<file path="src/rtl/reg_file_bus_target_pkg.sv">
// Shared definitions for the register-file bus target: response codes,
// the bus channel triple and the index-width helper.
package reg_file_bus_target_pkg;

    localparam logic [7:0] RESP_OKAY   = 8'h00;
    localparam logic [7:0] RESP_DECERR = 8'h02;

    typedef struct packed {
        logic [7:0] data;
        logic       valid;
        logic       ready;
    } bus_chan_t;

    // Bits needed to index `value` entries (never less than 1).
    function automatic int unsigned clog2(input int unsigned value);
        int unsigned width;
        width = 0;
        while ((32'd1 << width) < value) width++;
        return (width == 0) ? 1 : width;
    endfunction

endpackage

</file>
<file path="src/rtl/reg_file_bus_target_array.sv">
// DEPTH x DATA_WIDTH storage: one synchronous write port, one combinational
// read port and a synchronous clear of every entry.
module reg_file_array #(
    parameter int unsigned DATA_WIDTH = 8,
    parameter int unsigned DEPTH      = 16,
    parameter int unsigned IDX_W      = 4
) (
    input  logic                  clk_i,
    input  logic                  clr_i,
    input  logic                  we_i,
    input  logic [IDX_W-1:0]      waddr_i,
    input  logic [DATA_WIDTH-1:0] wdata_i,
    input  logic [IDX_W-1:0]      raddr_i,
    output logic [DATA_WIDTH-1:0] rdata_o
);

    logic [DATA_WIDTH-1:0] mem_q [DEPTH];

    // Clear wins over write so nothing lands in the array on a reset edge.
    always_ff @(posedge clk_i) begin
        if (clr_i) begin
            mem_q <= '{default: '0};
        end else if (we_i) begin
            mem_q[waddr_i] <= wdata_i;
        end
    end

    assign rdata_o = mem_q[raddr_i];

endmodule

</file>
<file path="src/rtl/reg_file_bus_target.sv">
// Register-file bus target: pairs write address/data into holding registers,
// commits them and returns a response; serves reads with one-cycle latency.
module reg_file_bus_target
    import reg_file_bus_target_pkg::*;
#(
    parameter int unsigned DATA_WIDTH = 8,
    parameter int unsigned ADDR_WIDTH = 8,
    parameter int unsigned DEPTH      = 16
) (
    input  logic                  clk,
    input  logic                  rst,
    input  logic [ADDR_WIDTH-1:0] bus_addr_read_bus_data,
    input  logic                  bus_addr_read_bus_valid,
    output logic                  bus_addr_read_bus_ready,
    output logic [DATA_WIDTH-1:0] bus_data_read_bus_data,
    output logic                  bus_data_read_bus_valid,
    input  logic                  bus_data_read_bus_ready,
    input  logic [ADDR_WIDTH-1:0] bus_addr_write_bus_data,
    input  logic                  bus_addr_write_bus_valid,
    output logic                  bus_addr_write_bus_ready,
    input  logic [DATA_WIDTH-1:0] bus_data_write_bus_data,
    input  logic                  bus_data_write_bus_valid,
    output logic                  bus_data_write_bus_ready,
    output logic [DATA_WIDTH-1:0] bus_resp_write_bus_data,
    output logic                  bus_resp_write_bus_valid,
    input  logic                  bus_resp_write_bus_ready
);

    localparam int unsigned IDX_W = clog2(DEPTH);

    logic                  aw_full_q, aw_full_d;
    logic [ADDR_WIDTH-1:0] aw_addr_q, aw_addr_d;
    logic                  w_full_q, w_full_d;
    logic [DATA_WIDTH-1:0] w_data_q, w_data_d;
    logic                  rd_valid_q, rd_valid_d;
    logic [DATA_WIDTH-1:0] rd_data_q, rd_data_d;
    logic                  resp_valid_q, resp_valid_d;
    logic [DATA_WIDTH-1:0] resp_data_q, resp_data_d;

    logic                  ar_fire, aw_fire, w_fire, commit;
    logic                  rd_in_range, wr_in_range;
    logic [DATA_WIDTH-1:0] arr_rdata;

    // Readies come from registered state (and the downstream ready), gated by reset.
    assign bus_addr_read_bus_ready  = !rst && (!rd_valid_q || bus_data_read_bus_ready);
    assign bus_addr_write_bus_ready = !rst && !aw_full_q;
    assign bus_data_write_bus_ready = !rst && !w_full_q;

    assign bus_data_read_bus_data   = rd_data_q;
    assign bus_data_read_bus_valid  = rd_valid_q;
    assign bus_resp_write_bus_data  = resp_data_q;
    assign bus_resp_write_bus_valid = resp_valid_q;

    assign ar_fire = bus_addr_read_bus_valid  && bus_addr_read_bus_ready;
    assign aw_fire = bus_addr_write_bus_valid && bus_addr_write_bus_ready;
    assign w_fire  = bus_data_write_bus_valid && bus_data_write_bus_ready;
    assign commit  = !rst && aw_full_q && w_full_q
                     && (!resp_valid_q || bus_resp_write_bus_ready);

    // DEPTH is a power of two, so in range means no bits above the index.
    assign rd_in_range = ((bus_addr_read_bus_data >> IDX_W) == '0);
    assign wr_in_range = ((aw_addr_q >> IDX_W) == '0);

    reg_file_array #(
        .DATA_WIDTH (DATA_WIDTH),
        .DEPTH      (DEPTH),
        .IDX_W      (IDX_W)
    ) u_array (
        .clk_i   (clk),
        .clr_i   (rst),
        .we_i    (commit && wr_in_range),
        .waddr_i (aw_addr_q[IDX_W-1:0]),
        .wdata_i (w_data_q),
        .raddr_i (bus_addr_read_bus_data[IDX_W-1:0]),
        .rdata_o (arr_rdata)
    );

    // Next-state for holding registers, read return and write response.
    always_comb begin
        aw_full_d    = aw_full_q;
        aw_addr_d    = aw_addr_q;
        w_full_d     = w_full_q;
        w_data_d     = w_data_q;
        rd_valid_d   = rd_valid_q;
        rd_data_d    = rd_data_q;
        resp_valid_d = resp_valid_q;
        resp_data_d  = resp_data_q;

        if (commit) begin
            aw_full_d = 1'b0;
            w_full_d  = 1'b0;
        end
        if (aw_fire) begin
            aw_full_d = 1'b1;
            aw_addr_d = bus_addr_write_bus_data;
        end
        if (w_fire) begin
            w_full_d = 1'b1;
            w_data_d = bus_data_write_bus_data;
        end

        // The array is read before this edge's commit lands: same-edge reads see old data.
        if (ar_fire) begin
            rd_valid_d = 1'b1;
            rd_data_d  = rd_in_range ? arr_rdata : '1;
        end else if (bus_data_read_bus_ready) begin
            rd_valid_d = 1'b0;
        end

        if (commit) begin
            resp_valid_d = 1'b1;
            resp_data_d  = wr_in_range ? DATA_WIDTH'(RESP_OKAY) : DATA_WIDTH'(RESP_DECERR);
        end else if (bus_resp_write_bus_ready) begin
            resp_valid_d = 1'b0;
        end
    end

    // State registers with synchronous reset discarding any in-flight transaction.
    always_ff @(posedge clk) begin
        if (rst) begin
            aw_full_q    <= 1'b0;
            aw_addr_q    <= '0;
            w_full_q     <= 1'b0;
            w_data_q     <= '0;
            rd_valid_q   <= 1'b0;
            rd_data_q    <= '0;
            resp_valid_q <= 1'b0;
            resp_data_q  <= '0;
        end else begin
            aw_full_q    <= aw_full_d;
            aw_addr_q    <= aw_addr_d;
            w_full_q     <= w_full_d;
            w_data_q     <= w_data_d;
            rd_valid_q   <= rd_valid_d;
            rd_data_q    <= rd_data_d;
            resp_valid_q <= resp_valid_d;
            resp_data_q  <= resp_data_d;
        end
    end

endmodule

</file>
<file path="config.mk">
export PLATFORM = sky130hd
export DESIGN_NAME = reg_file_bus_target
export DESIGN_NICKNAME = d
export VERILOG_FILES = /design/src/rtl/reg_file_bus_target_pkg.sv /design/src/rtl/reg_file_bus_target_array.sv /design/src/rtl/reg_file_bus_target.sv
export SDC_FILE = /design/constraint.sdc
export NUM_CORES = 1
export LEC_CHECK = 0
export CORE_UTILIZATION = 50
export DETAILED_ROUTE_END_ITERATION = 16
export GPL_ROUTABILITY_DRIVEN = 1
export PLACE_DENSITY = 0.78
export REMOVE_ABC_BUFFERS = 1
export SLEW_MARGIN = 20
export SYNTH_ARGS = -nofsm -noshare
export SYNTH_HDL_FRONTEND = slang
export SYNTH_SLANG_ARGS = --single-unit
</file>
<file path="constraint.sdc">
create_clock -name clk -period 1.55 [get_ports clk]
set_input_delay 0.155 -clock clk [delete_from_list [all_inputs] [get_ports clk]]
set_output_delay 0.155 -clock clk [all_outputs]
set_load 0.02 [all_outputs]
</file>
==> report_table.html, run 1 <==
<h2>Implementation results</h2>
<table>
<tr><th>Metric</th><th>Value</th></tr>
<tr><th colspan="2">Place</th></tr>
<tr><td>GPL Wtd Cong</td><td>0.9047</td></tr>
<tr><td>Detailed-placement wirelength estimate</td><td>12890 um</td></tr>
<tr><td>IO buf count</td><td>44</td></tr>
<tr><td>Worst setup timing slack at the placement stage</td><td>-0.3185 ns</td></tr>
<tr><td>Placed cell area</td><td>7844 um2</td></tr>
<tr><th colspan="2">Critical path</th></tr>
<tr><td>Dominant delay contributor by cell family on the critical path</td><td>AND-OR/OR-AND gates</td></tr>
<tr><td>Reg-to-reg endpoint</td><td>u_array.mem_q[44]</td></tr>
<tr><td>Arrival @ worst endpoint</td><td>1.96 ns</td></tr>
<tr><td>Buffers plus inverters on the worst setup path</td><td>2</td></tr>
<tr><td>Worst setup startpoint</td><td>aw_addr_q[7]</td></tr>
<tr><td>Crit path required time</td><td>1.85 ns</td></tr>
<tr><td>Reg2reg setup slack</td><td>-0.11 ns</td></tr>
<tr><td>Sort of element at the end of the critical path</td><td>flip-flop</td></tr>
<tr><td>Launching point of the worst reg2reg path</td><td>aw_addr_q[7]</td></tr>
<tr><td>Critical path destination</td><td>u_array.mem_q[44]</td></tr>
<tr><td>Critical path's largest stage delay</td><td>0.33 ns</td></tr>
<tr><td>Logic depth of the worst register-to-register path</td><td>6</td></tr>
<tr><td>Critical path type</td><td>reg2reg</td></tr>
<tr><td>Depth of the critical timing path with buffers and inverters included</td><td>6</td></tr>
<tr><td>Cell breakdown of the critical path</td><td>nor4_4 &gt; buf_6 &gt; nand4_1 &gt; buf_6 &gt; o21ai_0 &gt; a21oi_2</td></tr>
<tr><th colspan="2">Synthesis</th></tr>
<tr><td>Area share of the largest cell type after synthesis</td><td>45.29%</td></tr>
<tr><td>Leading register cell type out of synthesis</td><td>sky130_fd_sc_hd__dfxtp_1</td></tr>
<tr><td>Proportion of register bits with asynchronous set or reset after synthesis</td><td>0%</td></tr>
<tr><td>Synthesized area per cell</td><td>9.205 um2</td></tr>
<tr><td>Post-synthesis chip area from yosys</td><td>6940 um2</td></tr>
<tr><td>Post-synth tally of flip-flops with integrated enable</td><td>0</td></tr>
<tr><td>Cell types occupying the most area after synthesis</td><td>sky130_fd_sc_hd__dfxtp_1 (45%), sky130_fd_sc_hd__mux2i_1 (9.2%), sky130_fd_sc_hd__o21ai_0 (6.6%)</td></tr>
<tr><td>Cell type with the largest total area</td><td>sky130_fd_sc_hd__dfxtp_1</td></tr>
<tr><td>Number of standard cells reported by yosys</td><td>754</td></tr>
<tr><th colspan="2">Global route</th></tr>
<tr><td>Wire length of the first global-routing pass</td><td>31390 um</td></tr>
<tr><td>Number of antenna violations at the first check in global routing</td><td>0</td></tr>
<tr><td>Via count of the first global-routing pass</td><td>6055</td></tr>
<tr><td>Global routing met1 resource utilization</td><td>35.74%</td></tr>
<tr><th colspan="2">Detailed routing</th></tr>
<tr><td>ANT nets after route</td><td>0</td></tr>
<tr><td>Count of TritonRoute iterations in the first routing pass</td><td>6</td></tr>
<tr><td>Drt initial violations</td><td>815</td></tr>
<tr><td>Routed met2 length</td><td>10080 um</td></tr>
<tr><td>Via density per instance</td><td>6.407</td></tr>
<tr><td>Met3 layer wire length in the routed design</td><td>2161 um</td></tr>
<tr><td>Met1 wire length</td><td>8020 um</td></tr>
<tr><td>Top routing layer in use</td><td>met4</td></tr>
<tr><th colspan="2">STA</th></tr>
<tr><td>Setup slack of the critical path after layout</td><td>-0.1110 ns</td></tr>
<tr><td>Final hold viol count</td><td>0</td></tr>
<tr><td>Worst Max-Slew Pin Slew</td><td>0.5179 ns</td></tr>
<tr><td>Pins Over Slew Limit</td><td>0</td></tr>
<tr><td>Shortest clock period the worst path allows after layout</td><td>1.661 ns</td></tr>
<tr><td>Setup repair after global routing missed its margin</td><td>yes</td></tr>
<tr><td>Setup TNS after final layout</td><td>-0.9270 ns</td></tr>
<tr><td>Slew margin rel.</td><td>65.40%</td></tr>
<tr><td>Setup violators final</td><td>33</td></tr>
<tr><td>Worst hold slack across all endpoints</td><td>0.1739 ns</td></tr>
<tr><th colspan="2">CTS</th></tr>
<tr><td>Post-CTS clock slew at the launch and capture registers of the worst setup and hold paths</td><td>0.06 ns</td></tr>
<tr><td>TritonCTS clock tree</td><td>built</td></tr>
<tr><td>Number of buffers between clock root and the deepest sink</td><td>2</td></tr>
<tr><td>Clock root buffer</td><td>sky130_fd_sc_hd__clkbuf_16</td></tr>
<tr><td>Clock tree sinks</td><td>157</td></tr>
<tr><td>Number of clock buffers inserted by TritonCTS</td><td>17</td></tr>
<tr><td>Quantity of gates resized following cts</td><td>44</td></tr>
<tr><td>Buffers inserted during post-CTS setup optimization</td><td>1</td></tr>
<tr><th colspan="2">Pwr</th></tr>
<tr><td>Sequential share of power</td><td>45.1%</td></tr>
<tr><td>Clk network pwr share</td><td>46.3%</td></tr>
<tr><td>Fraction of power consumed by combinational cells</td><td>8.6%</td></tr>
<tr><td>Power Combinational</td><td>0.794 mW</td></tr>
<tr><td>P per Cell Area</td><td>1044 nW/um2</td></tr>
<tr><td>Switching Share</td><td>23.11%</td></tr>
<tr><td>Internal Pwr Total</td><td>7.110 mW</td></tr>
<tr><td>Seq. pwr</td><td>4.17 mW</td></tr>
<tr><th colspan="2">Finish</th></tr>
<tr><td>Comb area</td><td>3662 um2</td></tr>
<tr><td>Area fraction of clock buffers and clock inverters</td><td>6.810%</td></tr>
<tr><td>Footprint of the flip-flops and latches</td><td>3147 um2</td></tr>
<tr><td>Design area</td><td>8856 um2</td></tr>
<tr><td>Clock buffer count in the final layout</td><td>25</td></tr>
<tr><td>Number of inverters outside the clock class in the layout</td><td>1</td></tr>
<tr><td>Flip-flop and latch share of the layout cell area</td><td>35.53%</td></tr>
<tr><td>Commonest non-fill, non-tap cell in the layout</td><td>sky130_fd_sc_hd__dfxtp_1</td></tr>
<tr><td>Multi-input gates</td><td>522</td></tr>
<tr><td>Biggest cell category by area in the final layout</td><td>combinational gates</td></tr>
<tr><td>Number of fill cells</td><td>1014</td></tr>
<tr><td>Number of nets in the finished design</td><td>842</td></tr>
<tr><td>Utilization after layout</td><td>66.09%</td></tr>
<tr><th colspan="2">Outcome</th></tr>
<tr><td>Violated checks</td><td>negative setup slack</td></tr>
<tr><td>Outcome</td><td>finished, violations left</td></tr>
<tr><th colspan="2">Min path</th></tr>
<tr><td>Sink of the worst hold path</td><td>u_array.mem_q[39]</td></tr>
<tr><td>Start point of the worst hold path</td><td>rst</td></tr>
<tr><th colspan="2">Floorplanning</th></tr>
<tr><td>Number of top-level pins</td><td>52</td></tr>
<tr><td>Chip area</td><td>14360 um2</td></tr>
<tr><td>Initial core utilization</td><td>51.79%</td></tr>
</table>
-- run 1: state kept, by name (all words and copies together) (netlist names) --
signal and count:
aw_addr_q 8, aw_full_q 1, bus_data_read_bus_data 8, bus_data_read_bus_valid 1
bus_resp_write_bus_data 1, bus_resp_write_bus_valid 1, u_array.mem_q 128, w_data_q 8
w_full_q 1
-- run 1: cell families (layout without fill, tap and decap cells) --
logic type      after synthesis  in the layout  synth area share [%]
compound gates              240            240                 20.12
simple gates                187            187                 13.36
flops                       157            157                 45.29
mux                          88             88                 15.72
buf+inv                      81            144                 5.462
other cells                   1              7               0.05403
-- run 1: per-stage QoR --
stage	instances	power, mW
after floorplan	680	4.552
after global placement	959	4.990
after detailed placement	959	5.012
after CTS	991	9.228
after global routing	999	9.490
final	999	9.248
Figure 1. Local utilization (run 1).
Scale bar: 20 um. The die is cut into 12 by 12 equal tiles; black is low, pale yellow is high, 0 to 100% covered.
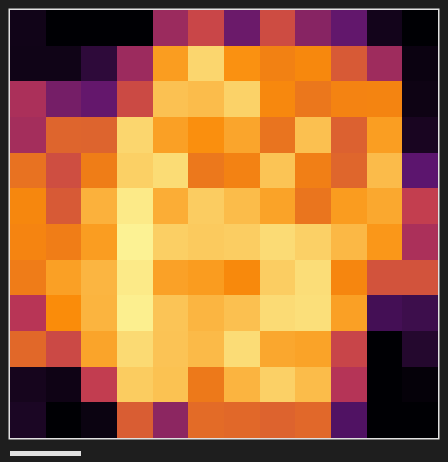
nearly empty tiles: 6.9%
mean over tiles: 60%
emptiest ninth of the die: upper left
tiles over 75% full: 42%

Figure 2. Track usage over the die (run 1).
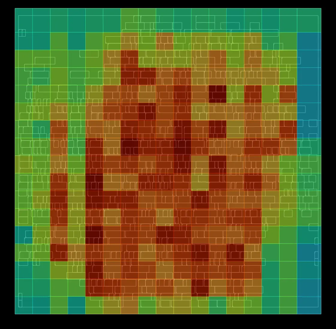
Global Route met3 Usage: 6.702%
Most Crowded Layer GR: met2
met2 track utilization from global routing: 45.88%
combined global-route utilization of all metal layers: 28.39%

Figure 3. Metal 2 (run 1).
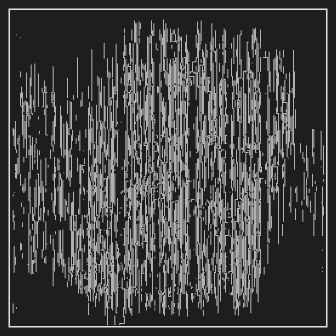
longest straight run: 45.2 um
main direction: vertical
wire length on this layer: 10100 um
share of all routed wire: 48%
nets with wire on the layer: 726
final wirelength: 21180 um
vias after detailed routing: 6401

Figure 4. Signal metal coverage by tile (run 1).
Scale bar: 20 um. The die is cut into 24 by 24 equal tiles; black is low, pale yellow is high, scaled to the fullest tile. Values are wire area over tile area, all layers added.
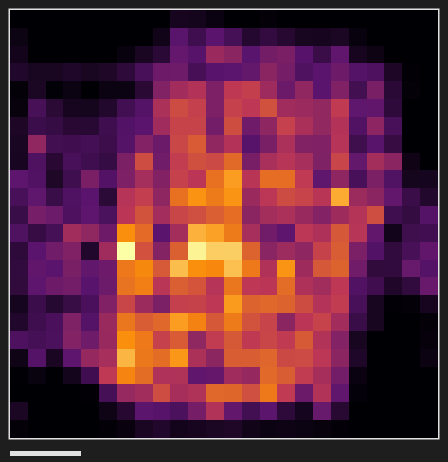

==> inputs of run 2 (changes only) <==
--- a/config.mk
+++ b/config.mk
@@ -5,11 +5,14 @@
 export SDC_FILE = /design/constraint.sdc
 export NUM_CORES = 1
 export LEC_CHECK = 0
+export CORE_MARGIN = 3
 export CORE_UTILIZATION = 50
 export DETAILED_ROUTE_END_ITERATION = 16
 export GPL_ROUTABILITY_DRIVEN = 1
+export MAX_ROUTING_LAYER = met4
 export PLACE_DENSITY = 0.78
 export REMOVE_ABC_BUFFERS = 1
+export SKIP_CTS_REPAIR_TIMING = 1
 export SLEW_MARGIN = 20
 export SYNTH_ARGS = -nofsm -noshare
 export SYNTH_HDL_FRONTEND = slang
Figure 5. Signal metal coverage by tile (run 2).
Scale bar: 20 um. The die is cut into 25 by 25 equal tiles; black is low, pale yellow is high, scaled to the fullest tile. Values are wire area over tile area, all layers added.
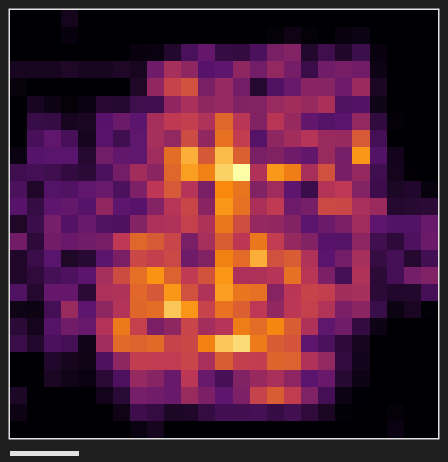
densest ninth of the die: centre
nearly empty tiles: 24%
mean over tiles: 0.24

Figure 6. Metal 2 (run 2).
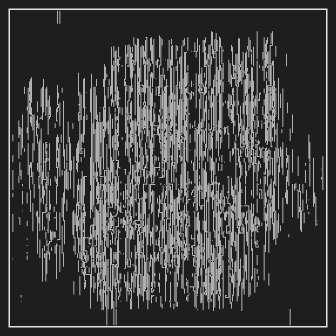
longest straight run: 53.0 um
wire length on this layer: 10000 um
share of all routed wire: 47%
nets with wire on the layer: 726

==> run 2 against run 1 <==
Effect of this change:
- the run still ends with negative setup slack left
- die area up 6.8%
- sequential power barely moved
- hold slack better by 0.0095 ns
- largest cell class unchanged
==> report_table.html, run 2 <==
<h2>Implementation results</h2>
<table>
<tr><th>Metric</th><th>Value</th></tr>
<tr><th colspan="2">Outcome</th></tr>
<tr><td>Outcome</td><td>finished, violations left</td></tr>
<tr><td>Violated checks</td><td>negative setup slack</td></tr>
<tr><th colspan="2">Finish</th></tr>
<tr><td>Footprint of the flip-flops and latches</td><td>3146 um2 (about the same)</td></tr>
<tr><td>Area fraction of clock buffers and clock inverters</td><td>7.625% (+0.82 points)</td></tr>
<tr><td>Utilization after layout</td><td>66.49% (+0.40 points)</td></tr>
<tr><td>Comb area</td><td>3680 um2 (+0.48%)</td></tr>
<tr><td>Final cell count without fillers</td><td>999 (unchanged)</td></tr>
<tr><td>Design area</td><td>8910 um2 (+0.61%)</td></tr>
<tr><th colspan="2">Synthesis</th></tr>
<tr><td>Cell types occupying the most area after synthesis</td><td>sky130_fd_sc_hd__dfxtp_1 (45%), sky130_fd_sc_hd__mux2i_1 (9.2%), sky130_fd_sc_hd__o21ai_0 (6.6%)</td></tr>
<tr><td>Cell type with the largest total area</td><td>sky130_fd_sc_hd__dfxtp_1</td></tr>
<tr><td>Synthesized area per cell</td><td>9.205 um2 (unchanged)</td></tr>
<tr><th colspan="2">Floorplanning</th></tr>
<tr><td>Chip area</td><td>15330 um2 (+6.8%)</td></tr>
<tr><th colspan="2">Detailed routing</th></tr>
<tr><td>Met3 layer wire length in the routed design</td><td>2209 um (+2.2%)</td></tr>
<tr><td>Count of TritonRoute iterations in the first routing pass</td><td>6 (unchanged)</td></tr>
<tr><td>Met1 wire length</td><td>8214 um (+2.4%)</td></tr>
<tr><th colspan="2">Critical path</th></tr>
<tr><td>Critical path type</td><td>reg2reg</td></tr>
<tr><td>Cell breakdown of the critical path</td><td>nor4_4 &gt; buf_4 &gt; nand4_1 &gt; buf_6 &gt; buf_12 &gt; o211ai_1 &gt; o21ai_1</td></tr>
<tr><td>Crit path required time</td><td>1.84 ns (about the same)</td></tr>
<tr><td>Arrival @ worst endpoint</td><td>1.95 ns (about the same)</td></tr>
<tr><td>Buffers plus inverters on the worst setup path</td><td>3 (+1)</td></tr>
<tr><th colspan="2">Global route</th></tr>
<tr><td>Global routing met1 resource utilization</td><td>35.78% (+0.040 points)</td></tr>
<tr><td>Wire length of the first global-routing pass</td><td>31730 um (+1.1%)</td></tr>
<tr><td>Via count of the first global-routing pass</td><td>6087 (+0.53%)</td></tr>
<tr><td>Met2 track utilization from global routing</td><td>42.14% (-3.7 points)</td></tr>
<tr><td>Most Crowded Layer GR</td><td>met2</td></tr>
<tr><th colspan="2">STA</th></tr>
<tr><td>Slew margin rel.</td><td>60.34% (-5.1 points)</td></tr>
<tr><td>Setup violators final</td><td>42 (+27%)</td></tr>
<tr><td>Setup TNS after final layout</td><td>-1.322 ns (-0.3953 ns)</td></tr>
<tr><td>Final hold viol count</td><td>0 (unchanged)</td></tr>
<tr><td>Setup slack of the critical path after layout</td><td>-0.1143 ns (-0.003367 ns)</td></tr>
<tr><th colspan="2">CTS</th></tr>
<tr><td>TritonCTS clock tree</td><td>built</td></tr>
<tr><td>Clock root buffer</td><td>sky130_fd_sc_hd__clkbuf_16</td></tr>
<tr><td>Number of buffers between clock root and the deepest sink</td><td>2 (unchanged)</td></tr>
<tr><td>Clock tree sinks</td><td>157 (unchanged)</td></tr>
<tr><th colspan="2">Place</th></tr>
<tr><td>IO buf count</td><td>44 (unchanged)</td></tr>
<tr><th colspan="2">Pwr</th></tr>
<tr><td>Post-route total power</td><td>9.761 mW (+5.6%)</td></tr>
</table>
==> run 2: logic make-up (layout without fill, tap and decap cells) <==
family                 after synthesis  after routing  share of synthesized area (%)
other                                1              7                        0.05403
buffers and inverters               81            144                          5.462
DFF                                157            157                          45.29
AOI/OAI and AO/OA                  240            240                          20.12
and+or+nand+nor                    187            187                          13.36
muxes                               88             88                          15.72
==> run 2: worst paths after layout <==
check,start,end,cells after the start
hold / removal,rst,aw_addr_q[2],3
hold reg to reg,u_array.mem_q[29],u_array.mem_q[29],2
setup / recovery,aw_addr_q[7],u_array.mem_q[103],7
setup reg to reg,aw_addr_q[7],u_array.mem_q[103],7
==> run 2: where the power goes <==
part	switching (mW)	internal, mW
Combinational	0.479	0.331
Sequential	0.0668	4.09
Clock	1.72	3.07
No activity file was given, so power comes from the tool's default toggle rates.
